$ cat config.mk
export PLATFORM = sky130hd
export DESIGN_NAME = systolic_skew_feeder
export DESIGN_NICKNAME = d
export VERILOG_FILES = /design/src/rtl/systolic_skew_feeder.sv
export SDC_FILE = /design/constraint.sdc
export NUM_CORES = 1
export LEC_CHECK = 0
export ABC_AREA = 1
export CELL_PAD_IN_SITES_DETAIL_PLACEMENT = 1
export CELL_PAD_IN_SITES_GLOBAL_PLACEMENT = 1
export CORE_ASPECT_RATIO = 1.4
export CORE_MARGIN = 2
export CORE_UTILIZATION = 38
export DETAILED_ROUTE_END_ITERATION = 12
export PLACE_DENSITY_LB_ADDON = 0.1
export SYNTH_ARGS = -nofsm -noshare
export SYNTH_HDL_FRONTEND = slang
export SYNTH_SLANG_ARGS = --single-unit
$ cat constraint.sdc
create_clock -name i_clk -period 1.78 [get_ports i_clk]
set_input_delay 0.356 -clock i_clk [delete_from_list [all_inputs] [get_ports i_clk]]
set_output_delay 0.356 -clock i_clk [all_outputs]
set_load 0.02 [all_outputs]
$ cat src/rtl/systolic_skew_feeder.sv
// Edge feeder for an N x N systolic MAC array: accepts one K-beat job of A/B lane
// vectors and drives them diagonally skewed onto the array edges, plus PE enable and done.
module systolic_skew_feeder #(
    parameter int W     = 16,
    parameter int N     = 4,
    parameter int LEN_W = 8
) (
    input  logic             i_clk,
    input  logic             i_rst_n,
    input  logic             i_start,
    input  logic [LEN_W-1:0] i_len,
    input  logic             i_valid,
    output logic             o_ready,
    input  logic [N*W-1:0]   i_a,
    input  logic [N*W-1:0]   i_b,
    output logic [N*W-1:0]   o_a,
    output logic [N*W-1:0]   o_b,
    output logic             o_pe_en,
    output logic             o_busy,
    output logic             o_done
);

    localparam int FLUSH_CYC = 2 * N;
    localparam int FLUSH_W   = (FLUSH_CYC > 1) ? $clog2(FLUSH_CYC) : 1;

    typedef enum logic [1:0] {
        S_IDLE,
        S_CLEAR,
        S_FEED,
        S_FLUSH
    } state_t;

    state_t             state_q, state_d;
    logic [LEN_W-1:0]   len_q, len_d;
    logic [LEN_W-1:0]   beat_cnt_q, beat_cnt_d;
    logic [FLUSH_W-1:0] flush_cnt_q, flush_cnt_d;
    logic               pe_en_q, pe_en_d;
    logic               done_q, done_d;
    logic               accept;

    assign accept = (state_q == S_FEED) && i_valid;

    // A start coinciding with the done pulse is ignored; the next cycle may start a job.
    always_comb begin
        state_d     = state_q;
        len_d       = len_q;
        beat_cnt_d  = beat_cnt_q;
        flush_cnt_d = flush_cnt_q;
        pe_en_d     = pe_en_q;
        done_d      = 1'b0;
        case (state_q)
            S_IDLE: begin
                if (i_start && (i_len != '0) && !done_q) begin
                    state_d    = S_CLEAR;
                    len_d      = i_len;
                    beat_cnt_d = '0;
                    pe_en_d    = 1'b0;
                end
            end
            S_CLEAR: begin
                state_d = S_FEED;
                pe_en_d = 1'b1;
            end
            S_FEED: begin
                if (accept) begin
                    beat_cnt_d = beat_cnt_q + 1'b1;
                    if (beat_cnt_q == len_q - 1'b1) begin
                        state_d     = S_FLUSH;
                        flush_cnt_d = '0;
                    end
                end
            end
            S_FLUSH: begin
                flush_cnt_d = flush_cnt_q + 1'b1;
                if (flush_cnt_q == FLUSH_W'(FLUSH_CYC - 1)) begin
                    state_d = S_IDLE;
                    done_d  = 1'b1;
                end
            end
            default: state_d = S_IDLE;
        endcase
    end

    always_ff @(posedge i_clk or negedge i_rst_n) begin
        if (!i_rst_n) begin
            state_q     <= S_IDLE;
            len_q       <= '0;
            beat_cnt_q  <= '0;
            flush_cnt_q <= '0;
            pe_en_q     <= 1'b0;
            done_q      <= 1'b0;
        end else begin
            state_q     <= state_d;
            len_q       <= len_d;
            beat_cnt_q  <= beat_cnt_d;
            flush_cnt_q <= flush_cnt_d;
            pe_en_q     <= pe_en_d;
            done_q      <= done_d;
        end
    end

    assign o_ready = (state_q == S_FEED);
    assign o_busy  = (state_q != S_IDLE);
    assign o_pe_en = pe_en_q;
    assign o_done  = done_q;

    // Lane r is a chain of r+1 registers; non-accept cycles push zero bubbles.
    for (genvar r = 0; r < N; r++) begin : g_lane
        logic [W-1:0] a_pipe_q [r+1];
        logic [W-1:0] a_pipe_d [r+1];
        logic [W-1:0] b_pipe_q [r+1];
        logic [W-1:0] b_pipe_d [r+1];

        always_comb begin
            a_pipe_d[0] = accept ? i_a[r*W +: W] : '0;
            b_pipe_d[0] = accept ? i_b[r*W +: W] : '0;
            for (int s = 1; s <= r; s++) begin
                a_pipe_d[s] = a_pipe_q[s-1];
                b_pipe_d[s] = b_pipe_q[s-1];
            end
        end

        always_ff @(posedge i_clk or negedge i_rst_n) begin
            if (!i_rst_n) begin
                for (int s = 0; s <= r; s++) begin
                    a_pipe_q[s] <= '0;
                    b_pipe_q[s] <= '0;
                end
            end else begin
                for (int s = 0; s <= r; s++) begin
                    a_pipe_q[s] <= a_pipe_d[s];
                    b_pipe_q[s] <= b_pipe_d[s];
                end
            end
        end

        assign o_a[r*W +: W] = a_pipe_q[r];
        assign o_b[r*W +: W] = b_pipe_q[r];
    end

endmodule
Metal 1:
Bar = 50 um.
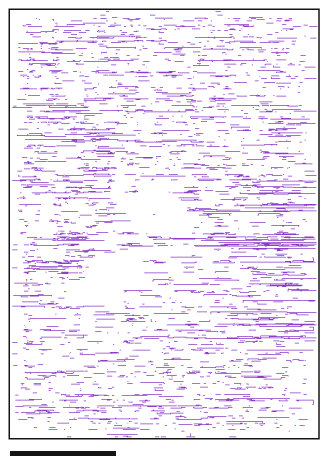
main direction: horizontal
longest straight run: 46.0 um
nets with wire on the layer: 1146
share of all routed wire: 36%
met1 usage in global routing: 17.8%
final wirelength: 23600 um
vias: 6374

The metal 2 layer:
Bar = 50 um. Cells faint in the background.
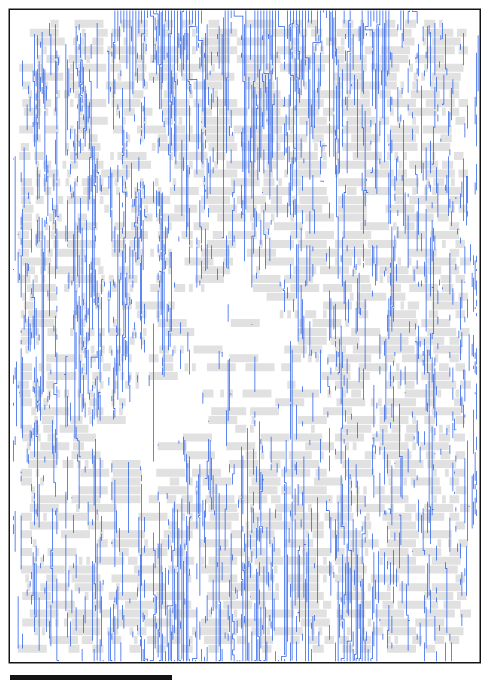
longest straight run: 79.2 um
share of all routed wire: 57%
wire length on this layer: 13400 um
main direction: vertical
nets with wire on the layer: 1104

Signal wires on met3:
Bar = 50 um. Cells faint in the background.
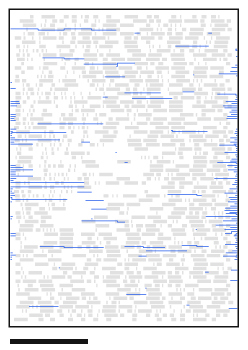
main direction: horizontal
share of all routed wire: 5.2%
nets with wire on the layer: 131
longest straight run: 46.7 um
wire length on this layer: 1230 um

==> impl_metrics.csv <==
group,metric,value,unit
cells_and_area,logic_gates,284,
cells_and_area,nonClockInverterCount,155,
cells_and_area,diodes,1,
global_route,met2_usage,32.9,%
floorplan,die_h,201,um
cells_and_area,fillers,2848,
global_route,grt_pass1_wl,38300,um
logic_synthesis,common_cells,"343 x dfrtp_1, 149 x inv_1, 142 x nor2_1",
pwr,vdd_drop_max,0.789,mV
logic_synthesis,syn_inst,798,
critical_path,cp_max_fo,4,
critical_path,critPathMaxStageDelay,0.43,ns
clock_tree,numCtsBuffers,34,
logic_synthesis,logic_family,"simple AND/OR/NAND/NOR gates",
cells_and_area,clkbuf_count,55,
pwr,p_seq,9.34,mW
pwr,switching_share,27.4,%
placed_design,place.gp.congestion,0.787,
route,wl_met1,8400,um
clock_tree,clk-insertion-delay-late,0.51,ns
logic_synthesis,yosysWarnings,0,
clock_tree,root_buffer,"clkbuf_16",
cells_and_area,mostFrequentLayoutCells,"343 x dfrtp_1, 145 x inv_1, 142 x nor2_1",
logic_synthesis,synth_area,10600,um^2
logic_synthesis,ys_sh_aoi,0.934,%
pwr,p_per_area,1360,nW/um^2
sta,tns,0,ns
placed_design,placed_cell_area,14000,um^2
sta,rsz0062_at_grt,"true",
placed_design,port_buffers,271,
sta,finalClockPeriodUsage,96.0,%
pwr,largestPowerGroup,"sequential cells",
global_route,gr-usage-met3,4.15,%
cells_and_area,layout.nonclk_buf_share,19.2,%
critical_path,cp_num_buf_inv,3,
logic_synthesis,yosysTopAreaCellShare,81.1,%
logic_synthesis,synth_cell_types,27,
clock_tree,ctsResizeCount,147,
logic_synthesis,ys_sh_simple,9.79,%
route,wl_per_cell,15.5,um
clock_tree,clockBufferDepth,3,
logic_synthesis,ys_sh_mux,0,%
pwr,combinationalPower,3.89,mW
logic_synthesis,async_flop_share,100,%
floorplan,rows,72,
worst_hold_path,hold_path_class,"in -> async",
sta,worst-slew-pin-transition,0.544,ns
cells_and_area,flop-count,343,
sta,maxSlewViolCount,0,
logic_synthesis,syn_area_per_cell,13.3,um^2
logic_synthesis,ff_type,"dfrtp_1",
route,viasPerCell,4.20,
global_route,grt_overflow_total,0,
critical_path,crit_type,"reg -> out",
floorplan,core-area,27500,um^2
floorplan,num_tap_cells,370,
global_route,grt_max_degree,70,
pwr,seqPwrFrac,45.7,%
route,drt_first_pass_iters,3,
pwr,p_clk_share,35.2,%
critical_path,reg2reg_from,"len_q[1]",
cells_and_area,finalCoreUtilization,54.8,%
clock_tree,postCtsSetupBuffers,0,
logic_synthesis,area_leaders,"dfrtp_1 81%, inv_1 5.3%, nor2_1 5.0%",
placed_design,hpwl,16800,um
logic_synthesis,syn-num-nets,947,
cells_and_area,comb_share,9.11,%
critical_path,critPathCapture,"o_busy",
floorplan,fp_util,38.5,%
pwr,p_switching,5.59,mW
critical_path,critPathSlowestCell,"dfrtp_1",
route,drtIter0Drc,154,
pwr,finalPower,20.4,mW
sta,clock.fmax,585,MHz
critical_path,crit_path_cell_trace,"inv_2 -> ha_2 -> inv_2 -> buf_6",
clock_tree,path_clk_slew,0.06,ns
run,log.warning_count,31,
logic_synthesis,synth-seq-cells,343,
cells_and_area,syn_to_final_growth,42.2,%
global_route,antenna_found_initial,3,
sta,hold_violations,0,
sta,min_period,1.71,ns
route,route.met3.wl,1230,um
critical_path,r2r_setup_slack,0.09,ns
clock_tree,cts-htree-levels,2,
floorplan,die-area,29200,um^2
sta,layout_setup_ws,0.0710,ns
clock_tree,hold_buffers,1,
cells_and_area,nets,1271,
route,drc,0,
placed_design,dp.cells,1451,
logic_synthesis,synth_area_leader_cell,"dfrtp_1",
logic_synthesis,ys_chip_area,10600,um^2
sta,slew_headroom,63.7,%
sta,setup_viol,0,
route,top_layer,"met5",
logic_synthesis,yosysSeqAreaShare,81.1,%
critical_path,critPathTopFamily,"flip-flops",
critical_path,crit_required,1.42,ns
floorplan,design.portCount,272,
clock_tree,cts_tree,"done",
global_route,grt_pass1_vias,7130,
critical_path,startpoint,"state_q[1]",
outcome,outcome,"completed",
logic_synthesis,synth-xor-area-share,0.910,%
cells_and_area,clock_tree_area_fraction,7.70,%
critical_path,cp_num_cells,4,
critical_path,endpoint_kind,"output port",
cells_and_area,seq_share,57.0,%
pwr,comb_power_share,19.1,%
cells_and_area,combGateArea,1370,um^2
critical_path,cp.arrival,1.35,ns
logic_synthesis,synth_top_cell_by_count,"dfrtp_1",
pwr,leakage,8.55,nW
logic_synthesis,synth_adder_area_share,1.06,%
run,maxCapViolCount,0,
critical_path,worstRegToRegCells,13,
floorplan,die_x,145,um
cells_and_area,ff_latch_area,8580,um^2
pwr,intPower,14.8,mW
Power figures rest on the tool's default switching activity, not on a simulated workload.
